$ cat src/rtl/seg_scan_driver.sv
// Time-multiplexed common-anode 7-segment scanner with PWM brightness,
// per-digit decimal point and blink, ghost blanking and frame-aligned snapshots.
module seg_scan_driver #(
   parameter int NUM_DIGITS = 8,
   parameter int SCAN_BITS  = 13,
   parameter int CHAR_W     = 6,
   parameter int BLINK_BITS = 25
) (
   input  logic                         clk_in,
   input  logic                         rst_in,
   input  logic [NUM_DIGITS*CHAR_W-1:0] data_in,
   input  logic [NUM_DIGITS-1:0]        dp_in,
   input  logic [NUM_DIGITS-1:0]        blink_in,
   input  logic [3:0]                   brightness,
   output logic [6:0]                   seg_out,
   output logic                         dp_out,
   output logic [NUM_DIGITS-1:0]        strobe_out,
   output logic                         frame_pulse
);
   localparam int IDX_W = $clog2(NUM_DIGITS);
   localparam logic [IDX_W-1:0]      LAST_IDX   = IDX_W'(NUM_DIGITS - 1);
   localparam logic [IDX_W-1:0]      IDX_ONE    = IDX_W'(1);
   localparam logic [SCAN_BITS-1:0]  SLOT_ONE   = SCAN_BITS'(1);
   localparam logic [BLINK_BITS-1:0] BLINK_ONE  = BLINK_BITS'(1);
   localparam logic [CHAR_W-1:0]     CODE_BLANK = CHAR_W'(16);

   function automatic logic [6:0] decode(input logic [CHAR_W-1:0] code);
      case (code)
         6'd0:    decode = 7'b1000000;
         6'd1:    decode = 7'b1111001;
         6'd2:    decode = 7'b0100100;
         6'd3:    decode = 7'b0110000;
         6'd4:    decode = 7'b0011001;
         6'd5:    decode = 7'b0010010;
         6'd6:    decode = 7'b0000010;
         6'd7:    decode = 7'b1111000;
         6'd8:    decode = 7'b0000000;
         6'd9:    decode = 7'b0010000;
         6'd10:   decode = 7'b0001000;
         6'd11:   decode = 7'b0000011;
         6'd12:   decode = 7'b1000110;
         6'd13:   decode = 7'b0100001;
         6'd14:   decode = 7'b0000110;
         6'd15:   decode = 7'b0001110;
         6'd17:   decode = 7'b0111111;
         6'd18:   decode = 7'b0001001;
         6'd19:   decode = 7'b1100001;
         6'd20:   decode = 7'b1000111;
         6'd21:   decode = 7'b0100011;
         6'd22:   decode = 7'b0101111;
         6'd23:   decode = 7'b1000001;
         default: decode = 7'b1111111;
      endcase
   endfunction

   logic [SCAN_BITS-1:0]         r_slot_cnt;
   logic [IDX_W-1:0]             r_digit_idx;
   logic [BLINK_BITS-1:0]        r_blink_cnt;
   logic [NUM_DIGITS*CHAR_W-1:0] r_data_sh;
   logic [NUM_DIGITS-1:0]        r_dp_sh;
   logic [NUM_DIGITS-1:0]        r_blink_sh;
   logic [3:0]                   r_bright_sh;

   logic                  w_snap;
   logic [3:0]            w_phase;
   logic [CHAR_W-1:0]     w_code;
   logic                  w_blink_off;
   logic                  w_lit;
   logic [6:0]            w_seg;
   logic                  w_dp;
   logic [NUM_DIGITS-1:0] w_strobe;

   assign w_snap      = (r_digit_idx == LAST_IDX) && (r_slot_cnt == '0);
   assign w_phase     = r_slot_cnt[SCAN_BITS-1 -: 4];
   assign w_code      = r_data_sh[r_digit_idx*CHAR_W +: CHAR_W];
   assign w_blink_off = r_blink_sh[r_digit_idx] & r_blink_cnt[BLINK_BITS-1];
   // Phase 0 of every slot is a guard band so the strobe never overlaps a code change.
   assign w_lit       = (w_phase != 4'd0) && (w_phase <= r_bright_sh) && !w_blink_off;

   // Slot, blink and descending digit-index counters.
   always_ff @(posedge clk_in) begin
      if (rst_in) begin
         r_slot_cnt  <= '0;
         r_digit_idx <= LAST_IDX;
         r_blink_cnt <= '0;
      end else begin
         r_slot_cnt  <= r_slot_cnt + SLOT_ONE;
         r_blink_cnt <= r_blink_cnt + BLINK_ONE;
         if (&r_slot_cnt) begin
            r_digit_idx <= (r_digit_idx == '0) ? LAST_IDX : (r_digit_idx - IDX_ONE);
         end
      end
   end

   // Shadow registers loaded once per frame so mid-frame input changes never tear.
   always_ff @(posedge clk_in) begin
      if (rst_in) begin
         r_data_sh   <= {NUM_DIGITS{CODE_BLANK}};
         r_dp_sh     <= '0;
         r_blink_sh  <= '0;
         r_bright_sh <= 4'd15;
      end else if (w_snap) begin
         r_data_sh   <= data_in;
         r_dp_sh     <= dp_in;
         r_blink_sh  <= blink_in;
         r_bright_sh <= brightness;
      end
   end

   // Next output pattern: one active-low strobe when lit, fully blank otherwise.
   always_comb begin
      w_strobe = '1;
      w_seg    = 7'h7F;
      w_dp     = 1'b1;
      if (w_lit) begin
         w_strobe[r_digit_idx] = 1'b0;
         w_seg                 = decode(w_code);
         w_dp                  = ~r_dp_sh[r_digit_idx];
      end else begin
         w_strobe = '1;
         w_seg    = 7'h7F;
         w_dp     = 1'b1;
      end
   end

   // Output registers.
   always_ff @(posedge clk_in) begin
      if (rst_in) begin
         seg_out     <= 7'h7F;
         dp_out      <= 1'b1;
         strobe_out  <= '1;
         frame_pulse <= 1'b0;
      end else begin
         seg_out     <= w_seg;
         dp_out      <= w_dp;
         strobe_out  <= w_strobe;
         frame_pulse <= w_snap;
      end
   end
endmodule

$ cat config.mk
export PLATFORM = sky130hd
export DESIGN_NAME = seg_scan_driver
export DESIGN_NICKNAME = d
export VERILOG_FILES = /design/src/rtl/seg_scan_driver.sv
export SDC_FILE = /design/constraint.sdc
export NUM_CORES = 1
export LEC_CHECK = 0
export CORE_UTILIZATION = 30
export DETAILED_ROUTE_END_ITERATION = 8
export MAX_ROUTING_LAYER = met4
export PLACE_DENSITY = 0.48
export SLEW_MARGIN = 25
export SYNTH_ARGS = -nofsm -noshare
export SYNTH_HDL_FRONTEND = slang
export SYNTH_SLANG_ARGS = --single-unit
$ cat constraint.sdc
create_clock -name clk_in -period 3.1 [get_ports clk_in]
set_clock_uncertainty 0.1 [all_clocks]
set_input_delay 0.31 -clock clk_in [delete_from_list [all_inputs] [get_ports clk_in]]
set_output_delay 0.31 -clock clk_in [all_outputs]
set_load 0.005 [all_outputs]
run_1/floorplan.png
Pins as bars on the die edge.
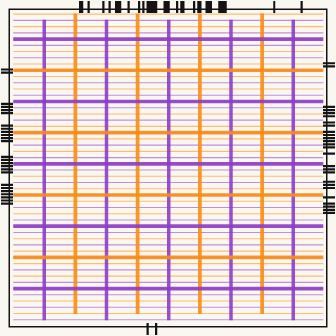
legend:
  VSS:
    color: purple
  VDD:
    color: orange
met4 straps: 9
rows: 49
signal pins: 87
met1 rails: 50
VDD IR max: 0.388 mV
die extent in x: 138 um
Die H: 138 um
core footprint: 0.0180 sq mm

run_1/class_map.png
The bar under the picture is 50 um long.
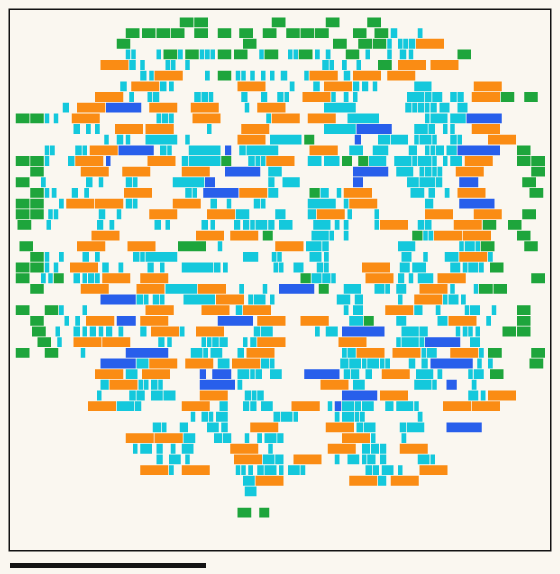
legend:
  remaining logic cells:
    color: cyan
    cells: 477
  remaining buffers and delay cells:
    color: green
    cells: 98
  sequential cells:
    color: orange
    cells: 126
  clock drivers and dummy loads:
    color: blue
    cells: 32
# rows: 49
flop share of the area: 34.8%
Core Util, Final: 40.2%
final instance area: 0.00725 sq mm

==> impl_metrics.tcl, run 1 <==
# collected from the flow reports
set metrics [dict create \
    cp.required_ns 3.29 \
    drv_slew 0 \
    place_hpwl_um 9380 \
    fin_crit_sh_pct 89.4 \
    crit_path_cell_trace "mux2i_1 > o31ai_1 > a211oi_2 > inv_1 > ha_1 > mux2i_1 > o221ai_1 > o21ai_1 > nand2_1" \
    drive_above_1_share_pct 9.14 \
    drt_iter0_drc 267 \
    stdcell_count 962 \
    clock_path_buffers 2 \
    start_kind "flop" \
    cp_max_fo 11 \
    logic_gates 462 \
    status "finished, final reports clean" \
    p_leak_uw 0.00283 \
    fillers 1832 \
    slew_headroom_pct 53.4 \
    dpl_cell_area_sq_mm 0.00661 \
    n_all_inverters 15 \
    fp-utilization_pct 30.7 \
    edf_count 0 \
    ys_types 52 \
    avgViaCountPerCell 4.67 \
    cap_violations 0 \
    clock-sinks 126 \
    worstSetupEndpointType "flop" \
    fin_tns_setup_ns 0 \
    path_delay_family "AND-OR/OR-AND gates" \
    grt_pass1_wl_um 21600 \
    signal_buffers 98 \
    fmax_mhz 361 \
    synthCells 640 \
    dp.cells 930 \
    p_int_uw 3360 \
    crit_type "reg -> reg" \
    synthToLayoutAreaGrowth_pct 31.0 \
    pwr_density_cell_mw_per_mm2 605 \
    clockBufferCount 21 \
    yosys_warnings 0 \
    seqPwrFrac_pct 40.6 \
    rsz0062_at_grt "false" \
    fin_nets 807 \
    drtAntennaViolNets 0 \
    slowest_delay_ns 0.64 \
    comb_share_pct 38.5 \
    antenna_found_initial 0 \
    synthTopLogicFamily "simple AND/OR/NAND/NOR gates" \
    postCtsSetupRepairBufs 0 \
    cts_tree "done" \
    tool_warnings 35 \
    grt_max_degree 70 \
    logic_area_sq_mm 0.00279 \
    dr.pass1.iters 4 \
    crit_buf_inv 1 \
    ctsResizeCount 0 \
    gp_congestion 0.817 \
    whs_ns 0.226 \
    yosys.area_share.simple_pct 23.6 \
    globalRouteOverflowTotal 0 \
    netSwitchingFraction_pct 23.5 \
    cp_slowest_cell "dfxtp_1" \
    antenna_cells 0 \
    hold_viol 0 \
    yosys_area_sq_mm 0.00553 \
    compound_area_share_pct 10.1 \
    clock_area_share_pct 8.74 \
    synth_area_per_cell_sq_um 8.65 \
    flop_cell "dfxtp_1" \
    drc 0 \
    syn_nets 727 \
    hp-class "in -> reg" \
    ios 87 \
    ys_sh_mux_pct 7.58 \
    cp_data_arrival_time_ns 2.96 \
    io_buffers 86 \
    ys_ff 126 \
    dieArea_sq_mm 0.0190 \
    ctsHoldBuffers 0 \
    yosysTopAreaCell "dfxtp_1" \
    topCellsByArea "dfxtp_1 46%, nand2_1 11%, a21oi_1 5.7%" \
    crit_top_cell "mux2i_1" \
    fin_crit_ns 2.77 \
]
run_1/clock_wires.png
The bar under the picture is 50 um long.
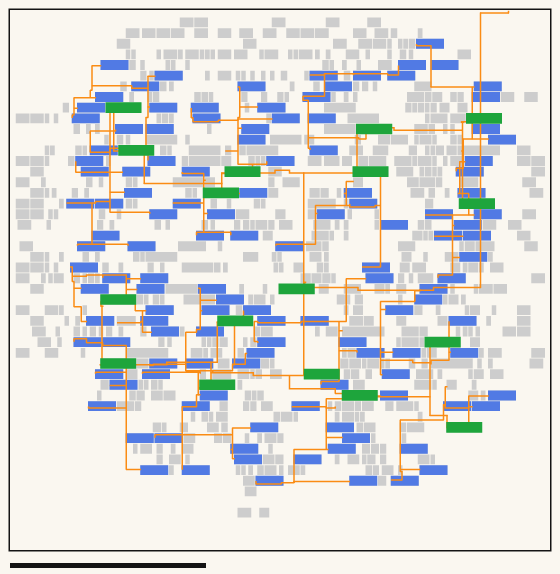
legend:
  clock-net drivers:
    color: green
    count: 17
  flip-flops:
    color: blue
    count: 126
  clock wires:
    color: orange
    length: 1660 um
flops lie: widely spread
routed clock nets: 18
Clock power frac: 48.0%
Clk Latency, worst-skew pair: 0.42 ns
clock group power: 2110 uW

run_1/layers.png
Only two layers are drawn.
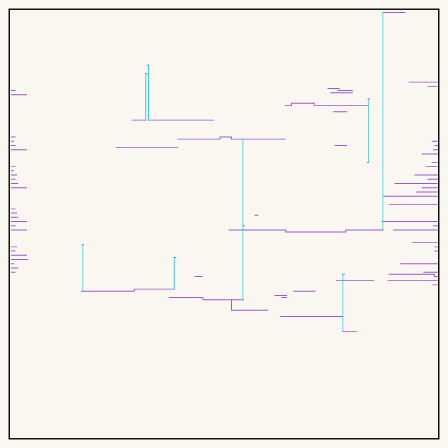
legend:
  M3:
    color: purple
    wire_length: 557 um
  M4:
    color: cyan
    wire_length: 218 um
drt wl/cell: 13.5 um
via count: 4488
All-Layer GR Usage: 15.4%
drt total wl: 13000 um

## run 1: registers in the layout (all words and copies together) (netlist names), 3 cells and up
register and cells:
r_slot_cnt 13, r_bright_sh 4, r_data_sh 48, r_blink_cnt 25, strobe_out 8, seg_out 7, r_digit_idx 3, r_dp_sh 8
r_blink_sh 8
## run 1: kinds of logic after synthesis
| kind of cell | Yosys count |
|---|---|
| AND-OR/OR-AND | 94 |
| XOR/XNOR | 33 |
| adder cells (fa/ha/maj) | 17 |
| buffers and inverters | 52 |
| flip-flops | 126 |
| multiplexers | 25 |
| AND/OR/NAND/NOR | 293 |
## run 1: cell usage in the layout (no fill, tap or decap), types with 13 or more instances in the layout
| cell | synthesis | routed |
|---|---|---|
| a21oi_1 | 63 | 63 |
| clkbuf_16 | 0 | 17 |
| clkdlybuf4s50_1 | 0 | 85 |
| dfxtp_1 | 126 | 126 |
| ha_1 | 17 | 17 |
| inv_1 | 13 | 13 |
| nand2_1 | 164 | 164 |
| nand3_1 | 29 | 28 |
| nand3b_1 | 15 | 15 |
| nor2_1 | 48 | 48 |
| xor2_1 | 21 | 21 |
## run 1: power groups by stage
stage | Combinational [uW] | Clock (uW) | Sequential (uW)
final | 499 | 2110 | 1780
after global routing | 564 | 2240 | 1790
after CTS | 507 | 2160 | 1780
after detailed placement | 504 | 0 | 1810
after global placement | 495 | 0 | 1820
after floorplan | 327 | 0 | 1790
## run 1: per-layer routing
metal  track usage (%)  vias to the layer above  part of all wire [%]
met5                 -                        -                     0
met4              6.34                        0                   1.7
met3              4.27                       19                   4.3
met2              21.9                       97                    42
met1              20.4                     2053                    52
li1                  -                     2319                     -
## run 1: Yosys cell counts, types with 4 or more instances
cell type    n
xnor2_1     12
nor2_1      48
xor2_1      21
o21ai_0      5
nor2b_1      4
a21oi_1     63
buf_2        6
and3_1       8
nand3b_1    15
mux2i_1      7
nand4_1      6
dfxtp_1    126
inv_1       13
o21ai_1      6
buf_1        4
mux4_2      12
ha_1        17
clkbuf_1    23
nand2_1    164
nand3_1     29
## run 1: worst reg2reg max path: cells and delay by family, from the launching register on
kind	cells	cell delay, ns
adder cells (fa/ha/maj)	1	0.31
flip-flops	1	0.64
AND-OR/OR-AND	4	0.87
buffers and inverters	1	0.26
AND/OR/NAND/NOR	1	0.06
multiplexers	2	0.42
## run 1: worst paths after layout
path         depth (start not counted)                   startpoint                         end
max                                  9  r_digit_idx[0]$_SDFFE_PP1P_       seg_out[5]$_SDFF_PP1_
max reg2reg                          9  r_digit_idx[0]$_SDFFE_PP1P_       seg_out[5]$_SDFF_PP1_
min                                  2                       rst_in  r_blink_cnt[15]$_SDFF_PP0_
min reg2reg                          2    r_data_sh[7]$_SDFFE_PP0P_   r_data_sh[7]$_SDFFE_PP0P_
## run 1: metrics by stage
stage                     total power, uW  worst slack, ns
after global placement               2310            0.435
after CTS                            4450            0.323
final                                4380            0.329
after detailed placement             2320            0.359
after floorplan                      2120            0.772
after global routing                 4590           0.0811
==> inputs of run 2 (changes only) <==
Settings changed: ABC_AREA set to 0, MAX_ROUTING_LAYER met4 to unset.
Clock period 3.1 ns to 3.35 ns, I/O delays scaled along.
run_2/clock_nets.png
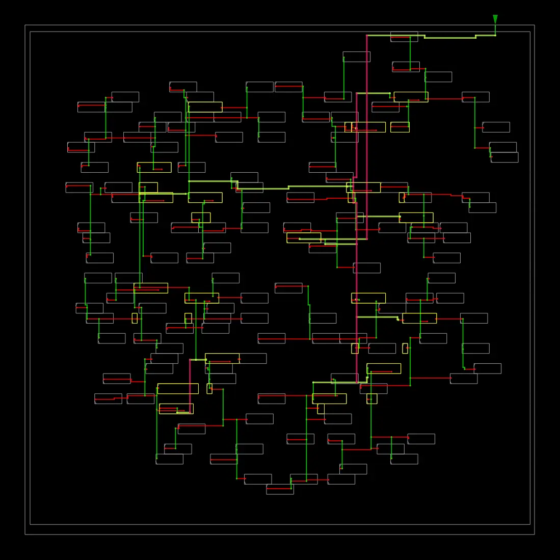
Clk Latency, worst-skew pair: 0.41 ns
Seq cells: 126
clock group power: 1700 uW

run_2/clock_wires.png
The bar under the picture is 50 um long.
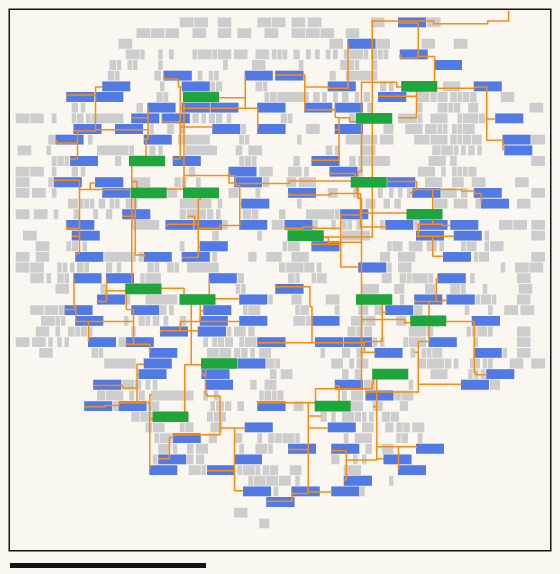
Clock power frac: 44.7%

==> impl_metrics.tcl, run 2 <==
# collected from the flow reports
set metrics [dict create \
    status "finished, final reports clean" \
    fin_crit_ns 3.01 \
    place_hpwl_um 9000 \
    slew_headroom_pct 52.4 \
    p_leak_uw 0.00279 \
    r2r_end "seg_out[5]$_SDFF_PP1_" \
    cap_violations 0 \
    start_kind "flop" \
    routedWlPerCell_um 13.5 \
    worstSetupEndpointType "flop" \
    globalRouteOverflowTotal 0 \
    async_flop_share_pct 0 \
    synth_area_per_cell_sq_um 8.65 \
    ys_ff 126 \
    largest_reg_flops 48 \
    edf_count 0 \
    common_cells "164 x nand2_1, 126 x dfxtp_1, 63 x a21oi_1" \
    drv_slew 0 \
    mostFrequentLayoutCells "164 x nand2_1, 126 x dfxtp_1, 85 x clkdlybuf4s50_1" \
    pwr_density_cell_mw_per_mm2 532 \
    worstRegToRegCells 8 \
    yosys_area_sq_mm 0.00553 \
    syn_nets 727 \
    yosysTopAreaCell "dfxtp_1" \
    io_buffers 86 \
    hp-class "in -> reg" \
    cp-startpoint "r_digit_idx[0]$_SDFFE_PP1P_" \
    cp_slowest_cell "dfxtp_1" \
    post-synth-top-count-cell "nand2_1" \
    crit_top_cell "mux2i_1" \
    die_height_um 138 \
    drc 0 \
    r2r-start "r_digit_idx[0]$_SDFFE_PP1P_" \
    tool_warnings 35 \
    drt_iter0_drc 260 \
    wl_um 13000 \
    crit_buf_inv 1 \
    cts_tree "done" \
    cp_max_fo 13 \
    drtAntennaViolNets 0 \
    fp-row-count 49 \
    grt_pass1_wl_um 21100 \
    path_depth 8 \
    gp_congestion 0.739 \
    synthToLayoutAreaGrowth_pct 29.3 \
    largest-register "r_data_sh" \
    dr.pass1.iters 5 \
    crit_type "reg -> reg" \
    crit_path_end "seg_out[5]$_SDFF_PP1_" \
    grt_max_degree 70 \
    slowest_delay_ns 0.77 \
    ios 87 \
    drive_above_1_share_pct 8.36 \
    antenna_found_initial 0 \
    avgViaCountPerCell 4.68 \
    path_delay_family "multiplexers" \
    fmax_mhz 332 \
    reg_top3 "r_data_sh: 48 flops, r_blink_cnt: 25 flops, r_slot_cnt: 13 flops" \
    lay_top_count "nand2_1" \
    dieArea_sq_mm 0.0190 \
    topCellsByArea "dfxtp_1 46%, nand2_1 11%, a21oi_1 5.7%" \
    flop_cell "dfxtp_1" \
    fin_nets 805 \
    rsz0062_at_grt "false" \
    ys_types 52 \
    fp-utilization_pct 30.7 \
    cp_data_arrival_time_ns 3.20 \
    hold_viol 0 \
    synthCells 640 \
    crit_path_cell_trace "mux4_2 > mux2i_1 > inv_2 > ha_1 > mux2i_1 > o221ai_1 > o21ai_1 > nand2_1" \
    ctsHoldBuffers 0 \
    fp.coreArea_sq_mm 0.0180 \
    stdcell_count 959 \
    num_vias 4488 \
    postCtsSetupRepairBufs 0 \
    grtUsageTotal_pct 14.6 \
    yosys_warnings 0 \
    dp.cells 928 \
    cp.required_ns 3.53 \
    clock-sinks 126 \
    fin_crit_sh_pct 90.0 \
    whs_ns 0.246 \
    antenna_cells 0 \
    clock_path_buffers 2 \
    ctsResizeCount 0 \
    fin_tns_setup_ns 0 \
    vdd_ir_drop_max_mv 0.332 \
    chipWidth_um 138 \
    synth_top_area_share_pct 45.6 \
]
[run 2: metal layers]
metal | track usage [%] | part of all wire [%] | vias up
li1 | - | - | 2316
met1 | 19.8 | 51 | 2056
met2 | 22.1 | 44 | 102
met3 | 3.27 | 4.0 | 14
met4 | 6.28 | 1.6 | 0
met5 | 0 | 0 | -
[run 2: worst min-delay path by stage]
stage,startpoint,to,slack [ns],cells past startpoint
floorplan,r_slot_cnt[0]$_SDFF_PP0_,r_slot_cnt[0]$_SDFF_PP0_,0.33,1
global placement,r_data_sh[7]$_SDFFE_PP0P_,r_data_sh[7]$_SDFFE_PP0P_,0.34,2
detailed placement,r_blink_sh[6]$_SDFFE_PP0P_,r_blink_sh[6]$_SDFFE_PP0P_,0.35,2
CTS,rst_in,r_blink_cnt[8]$_SDFF_PP0_,0.24,2
global route,rst_in,r_slot_cnt[11]$_SDFF_PP0_,0.27,2
finish,rst_in,r_blink_cnt[12]$_SDFF_PP0_,0.25,2
[run 2: cell families (layout without fill, tap and decap cells)]
group	after synthesis	after routing	share of synthesized area [%]
DFF	126	126	45.6
xor gates and xnor gates	33	33	5.22
adders and majority gates	17	17	3.84
buffers and inverters	52	142	4.14
muxes	25	25	7.58
and+or+nand+nor	293	293	23.6
AOI/OAI and AO/OA	94	94	10.1
[run 2: through the flow]
stage | utilization, % | setup WS [ns] | area (sq um) | total power [uW]
4_1_cts | 39.7 | 0.320 | 7160 | 3850
6_report | 39.7 | 0.336 | 7160 | 3810
5_1_grt | 39.7 | 0.135 | 7160 | 3980
3_5_place_dp | 36.7 | 0.347 | 6610 | 2140
3_3_place_gp | 36.7 | 0.492 | 6610 | 2130
2_1_floorplan | - | 1.02 | 5530 | 1960
[run 2: area by class of cell]
cell class | instances | area [sq um]
fill | 1864 | 10900
timing repair buffer | 96 | 958
multi-input combinational | 462 | 2790
inverter | 15 | 56.3
clock inverter | 7 | 62.6
clock buffer | 24 | 482
tap | 229 | 287
sequential | 126 | 2520
[run 2: power by group]
part | total [uW] | internal (uW) | switching, uW
sequential | 1640 | 1590 | 48.1
combinational | 465 | 216 | 249
clock | 1700 | 1070 | 634
total | 3810 | 2880 | 931
[run 2: worst reg2reg max path, cell delays in order, from the launching register on]
cell and delay, ns:
dfxtp_1 0.77, mux4_2 0.63, mux2i_1 0.44, inv_2 0.14
ha_1 0.31, mux2i_1 0.16, o221ai_1 0.13, o21ai_1 0.14
nand2_1 0.06
==> inputs of run 3 (changes only) <==
Settings changed: ABC_AREA 0 to 1, CAP_MARGIN set to 40, CORE_ASPECT_RATIO set to 1.75, PLACE_DENSITY 0.48 to 0.47.
run_3/clock_wires.png
The bar under the picture is 20 um long.
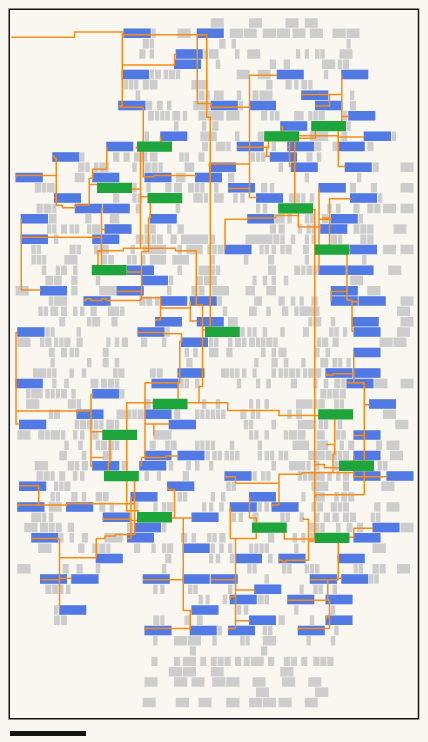
legend:
  clock wires:
    color: orange
    length: 1840 um
  flip-flops:
    color: blue
    count: 126
  clock-net drivers:
    color: green
    count: 17
flops lie: widely spread
Clock power frac: 43.7%
Clk Latency, worst-skew pair: 0.43 ns

run_3/layers.png
Only two layers are drawn.
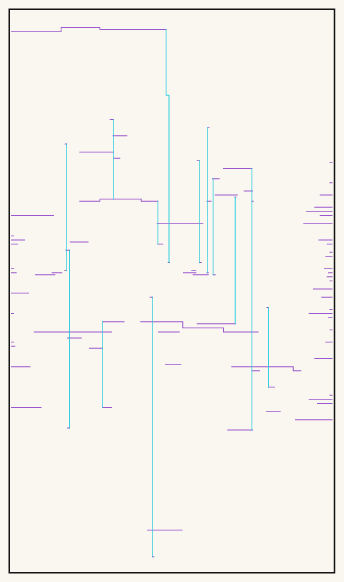
drt total wl: 17500 um
via count: 5569

==> impl_metrics.tcl, run 3 <==
# collected from the flow reports
set metrics [dict create \
    crit_type "reg -> reg" \
    dpl_cell_area_sq_mm 0.00695 \
    lay_top_count "nand2_1" \
    yosys_warnings 0 \
    fin_tns_setup_ns 0 \
    yosys_area_sq_mm 0.00587 \
    r2r_end "seg_out[5]$_SDFF_PP1_" \
    slew_headroom_pct 59.6 \
    crit_path_end "seg_out[5]$_SDFF_PP1_" \
    grtUsageTotal_pct 18.4 \
    slowest_delay_ns 0.70 \
    p_leak_uw 0.00316 \
    rsz0062_at_grt "false" \
    post-synth-top-count-cell "nand2_1" \
    grt_pass1_wl_um 28100 \
    setup_viol 0 \
    drive_above_1_share_pct 6.18 \
    stdcell_area_sq_mm 0.00750 \
    ctsResizeCount 0 \
    ctsHoldBuffers 0 \
    mostFrequentLayoutCells "215 x nand2_1, 130 x nor2_1, 126 x dfxtp_1" \
    cp_max_fo 16 \
    cp.required_ns 3.56 \
    topCellsByArea "dfxtp_1 43%, nand2_1 14%, nor2_1 8.3%" \
    cts_root_buffer "clkbuf_16" \
    yosysTopAreaCell "dfxtp_1" \
    worstRegToRegCells 14 \
    postCtsSetupRepairBufs 0 \
    drc 0 \
    io_buffers 86 \
    syn_area_sq_mm 0.00587 \
    antenna_cells 0 \
    whs_ns 0.345 \
    numCtsBuffers 17 \
    htreeDepth 4 \
    gp_congestion 0.842 \
    grt_pass1_vias 5627 \
    fp.coreArea_sq_mm 0.0192 \
    fmax_mhz 368 \
    common_cells "216 x nand2_1, 130 x nor2_1, 126 x dfxtp_1" \
    fin_nets 1029 \
    cp-startpoint "r_digit_idx[1]$_SDFFE_PP1P_" \
    chipWidth_um 108 \
    synth_area_per_cell_sq_um 6.79 \
    drtAntennaViolNets 0 \
    fin_crit_sh_pct 81.0 \
    hold_viol 0 \
    status "finished, final reports clean" \
    clk_pin_slew_worst_paths_ns 0.06 \
    ios 87 \
    globalRouteOverflowTotal 0 \
    hp-class "reg -> reg" \
    r2r-start "r_digit_idx[1]$_SDFFE_PP1P_" \
    ys_seq_share_pct 43.0 \
    drt_iter0_drc 211 \
    ys_cells 864 \
    largest_reg_flops 48 \
    syn_nets 951 \
    reg_top3 "r_data_sh: 48 flops, r_blink_cnt: 25 flops, r_slot_cnt: 13 flops" \
    reg2reg_slack_ns 0.64 \
    cp_slowest_cell "dfxtp_1" \
    fp-utilization_pct 30.6 \
    cts_tree "done" \
    routedWlPerCell_um 14.6 \
    crit_path_cell_trace "inv_2 > nor2_2 > nand3_1 > nand2_1 > nor2_2 > nand2_1 > inv_1 > ha_1 > inv_1 > nor2_1 > nor2_1 > nand2_1 > nand2_1 > nand3_1" \
    cp_data_arrival_time_ns 2.92 \
    crit_top_cell "nand2_1" \
    vdd_ir_drop_max_mv 0.280 \
    dr.pass1.iters 6 \
    start_kind "flop" \
    async_flop_share_pct 0 \
    cap_violations 0 \
    synthCells 864 \
    clock_path_buffers 2 \
    pwr_density_cell_mw_per_mm2 520 \
    edf_count 0 \
    ys_ff 126 \
    drv_slew 0 \
    tool_warnings 35 \
    grt_max_degree 55 \
    largest-register "r_data_sh" \
    avgViaCountPerCell 4.66 \
    flop_cell "dfxtp_1" \
    dieArea_sq_mm 0.0202 \
    tightestPinTransition_ns 0.605 \
    die_height_um 187 \
    place_hpwl_um 13200 \
    synth_top_area_share_pct 43.0 \
    clock-sinks 126 \
    antenna_found_initial 0 \
    worstSetupEndpointType "flop" \
    fin_crit_ns 2.71 \
    synthToLayoutAreaGrowth_pct 27.8 \
    fp-row-count 67 \
    ys_types 33 \
]
## run 3: worst min path at each step
| stage | start | to | slack (ns) | depth (start not counted) |
|---|---|---|---|---|
| 2_1_floorplan | r_blink_sh[0]$_SDFFE_PP0P_ | r_blink_sh[0]$_SDFFE_PP0P_ | 0.32 | 2 |
| 5_1_grt | r_blink_sh[2]$_SDFFE_PP0P_ | r_blink_sh[2]$_SDFFE_PP0P_ | 0.38 | 2 |
| 3_3_place_gp | r_blink_sh[6]$_SDFFE_PP0P_ | r_blink_sh[6]$_SDFFE_PP0P_ | 0.33 | 2 |
| 6_report | r_blink_sh[6]$_SDFFE_PP0P_ | r_blink_sh[6]$_SDFFE_PP0P_ | 0.34 | 2 |
| 4_1_cts | r_blink_sh[6]$_SDFFE_PP0P_ | r_blink_sh[6]$_SDFFE_PP0P_ | 0.35 | 2 |
| 3_5_place_dp | r_blink_sh[6]$_SDFFE_PP0P_ | r_blink_sh[6]$_SDFFE_PP0P_ | 0.34 | 2 |
## run 3: through the flow
stage	utilization (%)	power [uW]	instances	worst slack, ns
after floorplan	-	2010	864	1.31
after global placement	36.2	2240	1164	0.732
after detailed placement	36.2	2240	1164	0.640
after CTS	39.1	3950	1196	0.617
after global routing	39.1	4100	1196	0.336
final	39.1	3900	1196	0.636
## run 3: kinds of logic after synthesis
group           share of synthesized area, %
flops                                   43.0
simple gates                            32.2
buf+inv                                 8.33
compound gates                          12.6
xor+xnor                               0.298
fa+ha+maj                               3.62
## run 3: final cells by class
cell class | count | area, sq um
Fill cell | 2038 | 11700
Multi-Input combinational cell | 617 | 2860
Sequential cell | 126 | 2520
Timing Repair Buffer | 94 | 946
Clock buffer | 23 | 488
Inverter | 86 | 323
Tap cell | 241 | 302
Clock inverter | 9 | 61.3
## run 3: report_power, final
group | switching [uW] | total, uW | internal (uW)
Clock | 685 | 1700 | 1020
Sequential | 63.4 | 1670 | 1610
Combinational | 308 | 524 | 216
## run 3: critical path: cells and delay by family, from the launching register on
kind,cells,cell delay (ns)
adders and majority gates,1,0.28
buffers and inverters,3,0.46
DFF,1,0.70
and+or+nand+nor,10,1.04
## run 3: layer usage
layer | track usage [%] | wire length (um) | vias to the layer above
met5 | 0 | 0 | -
met2 | 35.1 | 9610 | 112
met3 | 3.66 | 486 | 32
met1 | 18.5 | 6760 | 2499
met4 | 8.75 | 605 | 0
li1 | - | - | 2926
Power and IR drop assume default switching activity.
